==> config.mk <==
export PLATFORM = sky130hd
export DESIGN_NAME = ff_layer_scheduler
export DESIGN_NICKNAME = d
export VERILOG_FILES = /design/src/rtl/ff_pkg.sv /design/src/rtl/seq_watchdog.sv /design/src/rtl/ff_layer_scheduler.sv
export SDC_FILE = /design/constraint.sdc
export NUM_CORES = 1
export LEC_CHECK = 0
export CELL_PAD_IN_SITES_DETAIL_PLACEMENT = 0
export CELL_PAD_IN_SITES_GLOBAL_PLACEMENT = 1
export CORE_MARGIN = 3
export CORE_UTILIZATION = 35
export CTS_BUF_LIST = sky130_fd_sc_hd__clkbuf_4
export CTS_CLUSTER_DIAMETER = 120
export CTS_CLUSTER_SIZE = 24
export DETAILED_ROUTE_END_ITERATION = 16
export PLACE_DENSITY = 0.73
export SETUP_SLACK_MARGIN = 0.5
export SYNTH_ARGS = -nofsm -noshare
export SYNTH_HDL_FRONTEND = slang
export SYNTH_SLANG_ARGS = --single-unit
==> constraint.sdc <==
create_clock -name clk -period 2.55 [get_ports clk]
set_clock_uncertainty 0.15 [all_clocks]
set_input_delay 0.51 -clock clk [delete_from_list [all_inputs] [get_ports clk]]
set_output_delay 0.51 -clock clk [all_outputs]
set_load 0.02 [all_outputs]
==> src/rtl/ff_pkg.sv <==
// Shared types and constants for the Forward-Forward layer sequencer.
package ff_pkg;

  typedef enum logic [2:0] {
    IDLE,
    MAC_WAIT,
    NORM_WAIT,
    UPD_WAIT,
    DONE,
    ERROR
  } seq_state_t;

  localparam logic [1:0] ERR_NONE    = 2'd0;
  localparam logic [1:0] ERR_CFG     = 2'd1;
  localparam logic [1:0] ERR_TIMEOUT = 2'd2;

  localparam logic POL_POS = 1'b0;
  localparam logic POL_NEG = 1'b1;

  function automatic logic is_wait_state(input seq_state_t s);
    return (s == MAC_WAIT) || (s == NORM_WAIT) || (s == UPD_WAIT);
  endfunction

endpackage

==> src/rtl/seq_watchdog.sv <==
// Cycle watchdog for the sequencer WAIT states; expired flags the last allowed cycle.
module seq_watchdog #(
  parameter int TIMEOUT_CYCLES = 1048576
) (
  input  logic clk,
  input  logic rst_n,
  input  logic clr,
  input  logic en,
  output logic expired
);

  localparam int CW = (TIMEOUT_CYCLES > 2) ? $clog2(TIMEOUT_CYCLES) : 1;
  localparam logic [CW-1:0] LAST = CW'(TIMEOUT_CYCLES - 1);

  logic [CW-1:0] count;
  logic [CW-1:0] count_eff;

  // clr coincides with the first cycle of a WAIT state, so that cycle counts as zero.
  assign count_eff = clr ? '0 : count;
  assign expired   = en && (count_eff == LAST);

  always_ff @(posedge clk or negedge rst_n) begin
    if (!rst_n) begin
      count <= '0;
    end else if (en && !expired) begin
      count <= count_eff + 1'b1;
    end
  end

endmodule

==> src/rtl/ff_layer_scheduler.sv <==
// Sequences one Forward-Forward sample through the layer stack: MAC, norm and
// (in training) weight update per layer, with a positive then a negative pass.
module ff_layer_scheduler
  import ff_pkg::*;
#(
  parameter int MAX_LAYERS     = 4,
  parameter int LAYER_LOG2     = 2,
  parameter int WADDR_WIDTH    = 20,
  parameter int LAYER_W_STRIDE = 65536,
  parameter int TIMEOUT_CYCLES = 1048576
) (
  input  logic                   clk,
  input  logic                   rst_n,
  input  logic                   start,
  input  logic                   abort,
  input  logic                   mode_train,
  input  logic [LAYER_LOG2:0]    num_layers,
  output logic                   busy,
  output logic                   done,
  output logic                   error,
  output logic [1:0]             err_code,
  output logic                   mac_start,
  input  logic                   mac_done,
  output logic                   norm_start,
  input  logic                   norm_done,
  output logic                   upd_start,
  input  logic                   upd_done,
  output logic [LAYER_LOG2-1:0]  layer_idx,
  output logic [WADDR_WIDTH-1:0] wbase_addr,
  output logic                   buf_sel,
  output logic                   polarity
);

  localparam logic [LAYER_LOG2:0] MAX_L = (LAYER_LOG2 + 1)'(MAX_LAYERS);

  seq_state_t            state;
  logic                  mode_q;
  logic [LAYER_LOG2:0]   nlayers_q;
  logic                  is_last;
  logic                  adv;
  logic                  cfg_bad;
  logic                  start_ok;
  logic                  wd_expired;
  logic [LAYER_LOG2-1:0] next_idx;

  function automatic logic [WADDR_WIDTH-1:0] layer_base(input logic [LAYER_LOG2-1:0] idx);
    return WADDR_WIDTH'(idx) * WADDR_WIDTH'(LAYER_W_STRIDE);
  endfunction

  assign is_last  = ({1'b0, layer_idx} == (nlayers_q - 1'b1));
  assign next_idx = layer_idx + 1'b1;
  assign cfg_bad  = (num_layers == '0) || (num_layers > MAX_L);
  assign start_ok = start && ((state == IDLE) || (state == DONE) || (state == ERROR));
  assign adv      = ((state == NORM_WAIT) && norm_done && !mode_q) ||
                    ((state == UPD_WAIT) && upd_done);

  // Strobes are high exactly in the first cycle of each WAIT state.
  seq_watchdog #(
    .TIMEOUT_CYCLES(TIMEOUT_CYCLES)
  ) u_watchdog (
    .clk     (clk),
    .rst_n   (rst_n),
    .clr     (mac_start | norm_start | upd_start),
    .en      (is_wait_state(state)),
    .expired (wd_expired)
  );

  // NOTE: all sequential state uses non-blocking assignments so every register
  // samples pre-edge values; blocking here would make ordering within the block matter.
  always_ff @(posedge clk or negedge rst_n) begin
    if (!rst_n) begin
      state      <= IDLE;
      mode_q     <= 1'b0;
      nlayers_q  <= '0;
      busy       <= 1'b0;
      done       <= 1'b0;
      error      <= 1'b0;
      err_code   <= ERR_NONE;
      mac_start  <= 1'b0;
      norm_start <= 1'b0;
      upd_start  <= 1'b0;
      layer_idx  <= '0;
      wbase_addr <= '0;
      buf_sel    <= 1'b0;
      polarity   <= POL_POS;
    end else begin
      mac_start  <= 1'b0;
      norm_start <= 1'b0;
      upd_start  <= 1'b0;
      done       <= 1'b0;

      if (abort) begin
        state <= IDLE;
        busy  <= 1'b0;
      end else if (start_ok) begin
        mode_q    <= mode_train;
        nlayers_q <= num_layers;
        if (cfg_bad) begin
          state    <= ERROR;
          busy     <= 1'b0;
          error    <= 1'b1;
          err_code <= ERR_CFG;
        end else begin
          state      <= MAC_WAIT;
          busy       <= 1'b1;
          error      <= 1'b0;
          err_code   <= ERR_NONE;
          layer_idx  <= '0;
          wbase_addr <= '0;
          buf_sel    <= 1'b0;
          polarity   <= POL_POS;
          mac_start  <= 1'b1;
        end
      end else if (adv) begin
        if (!is_last) begin
          state      <= MAC_WAIT;
          layer_idx  <= next_idx;
          wbase_addr <= layer_base(next_idx);
          buf_sel    <= ~buf_sel;
          mac_start  <= 1'b1;
        end else if (mode_q && (polarity == POL_POS)) begin
          state      <= MAC_WAIT;
          polarity   <= POL_NEG;
          layer_idx  <= '0;
          wbase_addr <= '0;
          buf_sel    <= 1'b0;
          mac_start  <= 1'b1;
        end else begin
          state <= DONE;
          done  <= 1'b1;
          busy  <= 1'b0;
        end
      end else begin
        case (state)
          MAC_WAIT: begin
            if (mac_done) begin
              state      <= NORM_WAIT;
              norm_start <= 1'b1;
            end else if (wd_expired) begin
              state    <= ERROR;
              busy     <= 1'b0;
              error    <= 1'b1;
              err_code <= ERR_TIMEOUT;
            end
          end
          NORM_WAIT: begin
            // Inference-mode norm_done is consumed by the layer advance above.
            if (norm_done) begin
              state     <= UPD_WAIT;
              upd_start <= 1'b1;
            end else if (wd_expired) begin
              state    <= ERROR;
              busy     <= 1'b0;
              error    <= 1'b1;
              err_code <= ERR_TIMEOUT;
            end
          end
          UPD_WAIT: begin
            if (wd_expired) begin
              state    <= ERROR;
              busy     <= 1'b0;
              error    <= 1'b1;
              err_code <= ERR_TIMEOUT;
            end
          end
          default: ;
        endcase
      end
    end
  end

endmodule
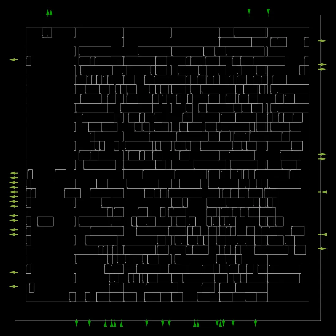
Run 1: cell outlines without signal wires
n_taps: 77
core outline area: 0.00642 mm^2

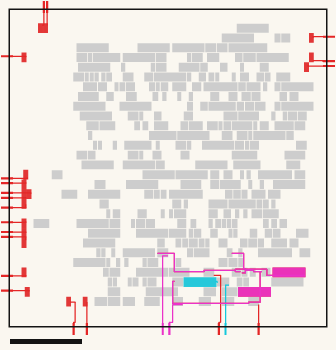
Run 1: wires at chosen ports, followed through buffers
Bar = 20 um.
done: in cyan, direction output, end cells 1, wire 12.8 um. wbase_addr: in red, direction output, end cells 20, wire 213 um. layer_idx: in magenta, direction output, end cells 2, wire 138 um.

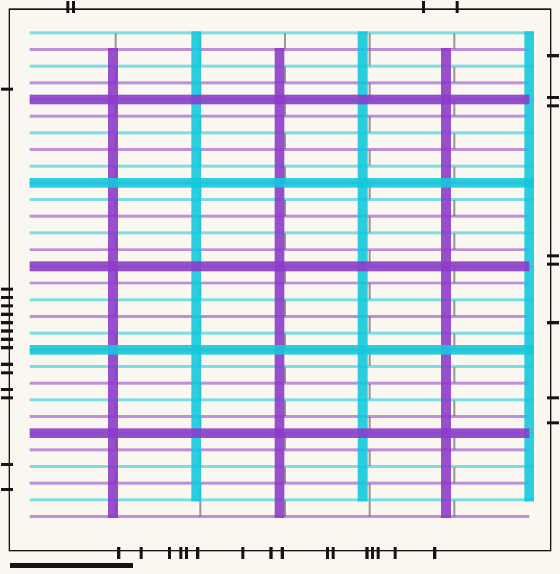
Run 1: floorplan with the power grid
Bar = 20 um. Pins as bars on the die edge. Tap cells in gray.
VDD: in cyan. VSS: in purple.
30 met1 rails follow the rows. 6 straps on met4.

==> impl_metrics.py, run 1 <==
# Auto-generated metrics
metrics = {
    "job": {
        "maxCapViolCount": 0,
    },
    "global_route": {
        "grt_pass1_wl_mm": 9.16,
        "grt_pass1_vias": 1895,
        "grt_usage_pct": 15.0,
        "antenna_found_initial": 0,
    },
    "final_timing": {
        "grt_setup_unrepaired": "yes",
        "fin_crit_ns": 2.31,
        "fin_tns_setup_ns": 0,
        "tightest_slew_ns": 0.729,
        "maxSlewHeadroom_pct": 51.3,
    },
    "drt": {
        "drt_drc_violations_left": 0,
        "postRouteAntennaNets": 0,
    },
    "floorplan": {
        "fp.dieH_um": 88.0,
        "rows": 29,
        "dieWidth_um": 88.0,
    },
    "cells_and_area": {
        "largestClassByArea": "multi-input combinational cells",
        "seqCellArea_um2": 980,
        "antenna_cells": 0,
        "final_common_cell": "nand2_1",
        "clk_share_pct": 2.48,
        "biggestRegsByFlops": "u_watchdog.count x20, nlayers_q x3, state x3",
        "syn_to_final_growth_pct": 30.6,
        "fill_cells": 609,
        "final_area_mm2": 0.00308,
        "logic_area_mm2": 0.00143,
        "fin_nets": 322,
        "lay_top_cells": "nand2_1 (40), dfrtp_1 (36), buf_4 (24)",
        "logic_gates": 203,
        "buf_share_pct": 14.9,
        "comb_share_pct": 46.6,
        "regMostFlops": "u_watchdog.count",
        "largest_reg_flops": 20,
    },
    "power_and_ir_drop": {
        "swShare_pct": 31.0,
        "power-top-group": "registers",
        "ir_worst_vdd_v": 0.000223,
        "p_per_area_mw_per_mm2": 482,
        "leakagePower_nw": 1.35,
        "seq_power_share_pct": 48.5,
    },
    "clocking": {
        "cts-resized-gates": 29,
        "cts.htree.levels": 2,
        "clock_path_buffers": 2,
        "cts_sinks": 39,
        "cts_setup_buffers": 13,
    },
    "worst_setup_path": {
        "worst_setup_path_end_kind": "register",
        "path_delay_family": "simple AND/OR/NAND/NOR gates",
        "path_cells": "nor3_4 > and2_4 > ha_2 > and2_4 > buf_4 > nand4_1 > buf_4 > o21ai_4 > nor2_2 > xnor2_1",
        "cp.depth": 10,
        "path_class": "register to register",
        "reg2reg_slack_ns": 0.24,
        "critPathCapture": "u_watchdog.count[9]$_DFFE_PN0P_",
        "crit_buf_inv": 2,
        "worst_path_largest_cell_delay_ns": 0.45,
        "r2r_start": "mac_start$_DFF_PN0_",
        "worst_setup_path_start_kind": "register",
        "crit_slowest_cell": "dfrtp_2",
    },
    "yosys": {
        "area_leaders": "dfrtp_1 (41%), nand2_1 (6.9%), buf_4 (6.4%)",
        "ys_warn_count": 0,
        "synth-edff-count": 0,
        "numSynthFlops": 39,
        "ys_seq_share_pct": 41.4,
        "ys_area_mm2": 0.00235,
        "logic_family": "simple AND/OR/NAND/NOR gates",
        "syn_inst": 259,
        "syn_area_mm2": 0.00235,
        "yosysUniqueCellTypes": 53,
        "ff_type": "dfrtp_1",
        "yosysTopAreaCell": "dfrtp_1",
        "yosysCellCount": 259,
        "most_common_cell": "nand2_1",
        "yosys-top-cells-count": "nand2_1 (43), dfrtp_1 (39), buf_4 (20)",
    },
    "outcome": {
        "status": "finished clean",
    },
    "min_path": {
        "hold_class": "primary input to async pin",
    },
    "placement": {
        "numPortBuffers": 24,
        "hpwlAfterDp_mm": 3.73,
        "gp_congestion": 0.787,
    },
}
[run 1: metrics by stage]
stage / hold WS (ns) / cells / setup slack [ns]
final: 0.0440 / 387 / 0.239
after global routing: 0.0563 / 387 / 0.0872
after CTS: 0.0502 / 382 / 0.258
after detailed placement: 0.330 / 361 / 0.131
after global placement: 0.317 / 361 / 0.184
after floorplan: 0.0644 / 276 / 0.270
[run 1: per-layer routing]
| layer | GRT usage [%] | part of all wire (%) |
|---|---|---|
| met5 | 0 | 0 |
| met4 | 4.53 | 0 |
| met3 | 3.57 | 4.6 |
| met2 | 22.7 | 45 |
| met1 | 21.4 | 50 |
## Run 2: what changed since run 1
CORE_UTILIZATION = 37   (was 35)
CTS_CLUSTER_DIAMETER = unset   (was 120)
PLACE_DENSITY = unset   (was 0.73)
PLACE_DENSITY_LB_ADDON = 0.2   (was unset)
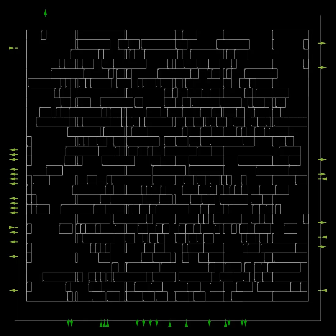
Run 2: cell outlines without signal wires
non-filler instance count after layout: 379
flop share of the area: 32.5%
core outline area: 0.00603 mm^2

==> run 2 against run 1 <==
Via count decreased by 0.10%. Core utilization increased by 2.1 points. Power decreased by 0.61%. Sequential cell count unchanged. Sequential share of layout area increased by 0.66 points. Register-to-register slack got worse by 0.03 ns. Clock power about the same. Synthesized cell count unchanged. Clock-buffer cell count unchanged. Critical path type unchanged. Critical endpoint is now u_watchdog.count[16]$_DFFE_PN0P_.
==> impl_metrics.py, run 2 <==
# Auto-generated metrics
metrics = {
    "yosys": {
        "yosysUniqueCellTypes": 53,
        "ff_type": "dfrtp_1",
        "ys_area_mm2": 0.00235,
        "syn_area_mm2": 0.00235,
        "ys_seq_share_pct": 41.4,
        "logic_family": "simple AND/OR/NAND/NOR gates",
        "area_leaders": "dfrtp_1 (41%), nand2_1 (6.9%), buf_4 (6.4%)",
        "synth-edff-count": 0,
        "most_common_cell": "nand2_1",
    },
    "outcome": {
        "status": "finished clean",
    },
    "global_route": {
        "grt_usage_pct": 16.0,
        "use_met3_pct": 3.07,
        "met1_usage_pct": 22.0,
        "antenna_found_initial": 0,
    },
    "cells_and_area": {
        "final_area_mm2": 0.00301,
    },
    "clocking": {
        "clock_path_buffers": 2,
        "cts.htree.levels": 2,
    },
    "worst_setup_path": {
        "crit_slowest_cell": "or3_1",
        "critPathCapture": "u_watchdog.count[16]$_DFFE_PN0P_",
        "r2r_start": "upd_start$_DFF_PN0_",
        "crit_buf_inv": 0,
        "worst_setup_path_start_kind": "register",
        "path_cells": "or3_1 > a2111o_1 > nor4_4 > mux2i_1",
        "worst_setup_path_end_kind": "register",
    },
    "placement": {
        "numPortBuffers": 24,
        "dp.cells": 359,
        "dpl_worst_slack_ns": 0.108,
    },
    "final_timing": {
        "hold_ws_ns": 0.0458,
        "tightest_slew_ns": 0.681,
        "fin_crit_ns": 2.34,
        "maxSlewHeadroom_pct": 54.5,
    },
    "drt": {
        "wl_met1_mm": 2.71,
        "drt_drc_violations_left": 0,
    },
    "job": {
        "maxCapViolCount": 0,
    },
    "power_and_ir_drop": {
        "power-top-group": "registers",
    },
    "min_path": {
        "hold_class": "primary input to async pin",
    },
    "floorplan": {
        "rows": 28,
    },
}
## run 2: cell counts after synthesis
Identical to the previous run, type by type.
## run 2: final cells by class
cell class,count,area [um^2]
Fill cell,590,3010
Tap cell,75,93.8
Sequential cell,39,980
Timing Repair Buffer,46,412
Inverter,8,30.0
Clock buffer,5,37.5
Multi-Input combinational cell,203,1420
Clock inverter,3,38.8
## run 2: timing repair
item                                    in CTS  in global routing
endpoints found under the setup margin      35                 37
gates resized                               24                 29
buffers inserted                            11                  1
pin swaps                                    7                 11
## run 2: cells by family (layout without fill, tap and decap cells)
kind of cell,Yosys count,count (layout)
AOI/OAI and AO/OA,47,47
xor gates and xnor gates,15,15
adders and majority gates,2,2
buffers and inverters,34,62
DFF,39,39
muxes,2,2
other,1,18
and+or+nand+nor,119,119
## Run 3: what changed since run 2
GPL_TIMING_DRIVEN = 0   (was unset)
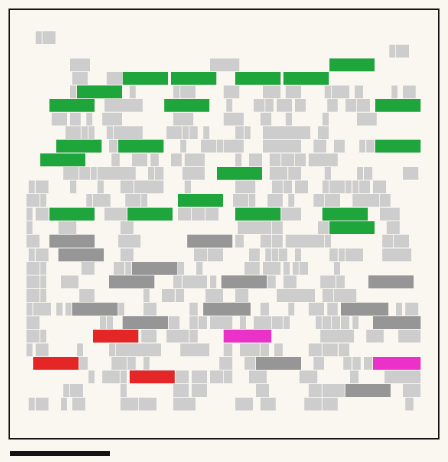
Run 3: sequential cells grouped by signal name
Bar = 20 um. Other sequential cells in the stronger gray, the rest of the logic in the fainter gray.
layer_idx: in magenta, placed flops 2. nlayers_q: in red, placed flops 3. u_watchdog.count: in green, placed flops 20.
Another 14 sequential cells are not colored.

==> run 3 against run 2 <==
Via count rose by 4.9%. Sequential share of layout area fell by 1.2 points. Register-to-register slack improved by 0.04 ns. Critical endpoint is now u_watchdog.count[18]$_DFFE_PN0P_. Highest routed layer unchanged.
==> impl_metrics.py, run 3 <==
# Auto-generated metrics
metrics = {
    "yosys": {
        "ff_type": "dfrtp_1",
        "syn_inst": 259,
        "ys_area_mm2": 0.00235,
        "yosysTopAreaCell": "dfrtp_1",
        "numSynthFlops": 39,
        "ys_seq_share_pct": 41.4,
        "yosysUniqueCellTypes": 53,
        "logic_family": "simple AND/OR/NAND/NOR gates",
        "area_leaders": "dfrtp_1 (41%), nand2_1 (6.9%), buf_4 (6.4%)",
        "syn_area_mm2": 0.00235,
        "synth-edff-count": 0,
        "most_common_cell": "nand2_1",
        "ys_warn_count": 0,
    },
    "drt": {
        "first_pass_iters": 4,
        "wl_met1_mm": 2.77,
        "drtIter0Drc": 107,
        "routed-via-count": 2020,
        "postRouteAntennaNets": 0,
        "top_layer": "met4",
        "met2_length_mm": 2.51,
        "drt_drc_violations_left": 0,
    },
    "power_and_ir_drop": {
        "power.total_mw": 1.38,
        "power-top-group": "registers",
        "leakagePower_nw": 1.42,
        "p_sw_mw": 0.445,
        "comb_power_mw": 0.353,
        "powerSeq_mw": 0.713,
        "internal_power_mw": 0.940,
    },
    "cells_and_area": {
        "seqCellArea_um2": 982,
        "fill_cells": 586,
        "seq_share_pct": 31.3,
        "logic_gates": 203,
        "fin_util_pct": 52.1,
        "logic_area_mm2": 0.00144,
        "buf_share_pct": 17.3,
        "signal_buffers": 62,
        "final_common_cell": "nand2_1",
        "clk_share_pct": 1.67,
        "comb_share_pct": 45.8,
        "n_all_inverters": 8,
        "largestClassByArea": "multi-input combinational cells",
        "biggestRegsByFlops": "u_watchdog.count x20, nlayers_q x3, state x3",
        "clkbuf_count": 6,
        "flops": 39,
        "final-instance-count-excl-fill": 395,
        "final_area_mm2": 0.00314,
        "syn_to_final_growth_pct": 33.3,
    },
    "global_route": {
        "antenna_found_initial": 0,
        "grt.overflow.total": 0,
        "grt_most_used_layer": "met2",
        "met1_usage_pct": 23.9,
        "grt_usage_pct": 16.5,
        "grt_pass1_wl_mm": 9.76,
        "use_met3_pct": 3.27,
        "grt_max_degree": 27,
    },
    "worst_setup_path": {
        "worst_setup_path_start_kind": "register",
        "critPathCapture": "u_watchdog.count[18]$_DFFE_PN0P_",
        "path_cells": "nor3_4 > and2_1 > ha_2 > and2_4 > nand2_2 > a2111o_1 > o311ai_2 > o41ai_1",
        "r2r_start": "norm_start$_DFF_PN0_",
        "worst_setup_path_end_kind": "register",
        "crit_slowest_cell": "dfrtp_2",
        "cp.depth": 8,
        "crit_buf_inv": 0,
        "rr_worst_depth": 8,
        "worst_path_largest_cell_delay_ns": 0.45,
    },
    "floorplan": {
        "core_area_mm2": 0.00603,
        "rows": 28,
        "tapCellCount": 75,
        "io_pins": 43,
    },
    "clocking": {
        "cts_buffers": 5,
        "cts.htree.levels": 2,
        "clock_path_buffers": 2,
        "cts_tree": "done",
        "cts_sinks": 39,
    },
    "placement": {
        "numPortBuffers": 24,
        "dp.cells": 376,
        "dpl_worst_slack_ns": -0.0424,
        "hpwlAfterDp_mm": 4.07,
    },
    "job": {
        "maxCapViolCount": 0,
    },
    "min_path": {
        "hold_class": "register to register",
        "hp-start": "buf_sel$_DFFE_PN0P_",
    },
    "final_timing": {
        "tightest_slew_ns": 0.595,
        "maxSlewHeadroom_pct": 60.2,
        "hold_ws_ns": 0.337,
        "fin_tns_setup_ns": 0,
        "fin_crit_ns": 2.30,
    },
    "outcome": {
        "status": "finished clean",
    },
}
==> run 3: netlist changes by cell type in the layout (fill, tap and decap cells not counted), moves of 2 or more <==
cell	delta
buf_2	+3
buf_4	+7
buf_6	+2
clkbuf_2	+2
dfrtp_1	-2
dfrtp_2	+2
nor2_1	-4
nor2_2	+2
nor2_4	+2
==> run 3: worst reg2reg max path, cell delays in order, from the launching register on <==
cell      delay [ns]
dfrtp_2         0.45
nor3_4          0.20
and2_1          0.15
ha_2            0.17
and2_4          0.17
nand2_2         0.06
a2111o_1        0.41
o311ai_2        0.32
o41ai_1         0.11
==> run 3: what timing repair did <==
item / CTS / global route
hold endpoints to repair: 13 / 0
setup endpoints to repair: 39 / 38
setup buffers: 10 / 0
hold buffers: 1 / 0
pin swaps: 17 / 4
gates resized: 42 / 22
Power and IR drop assume default switching activity.
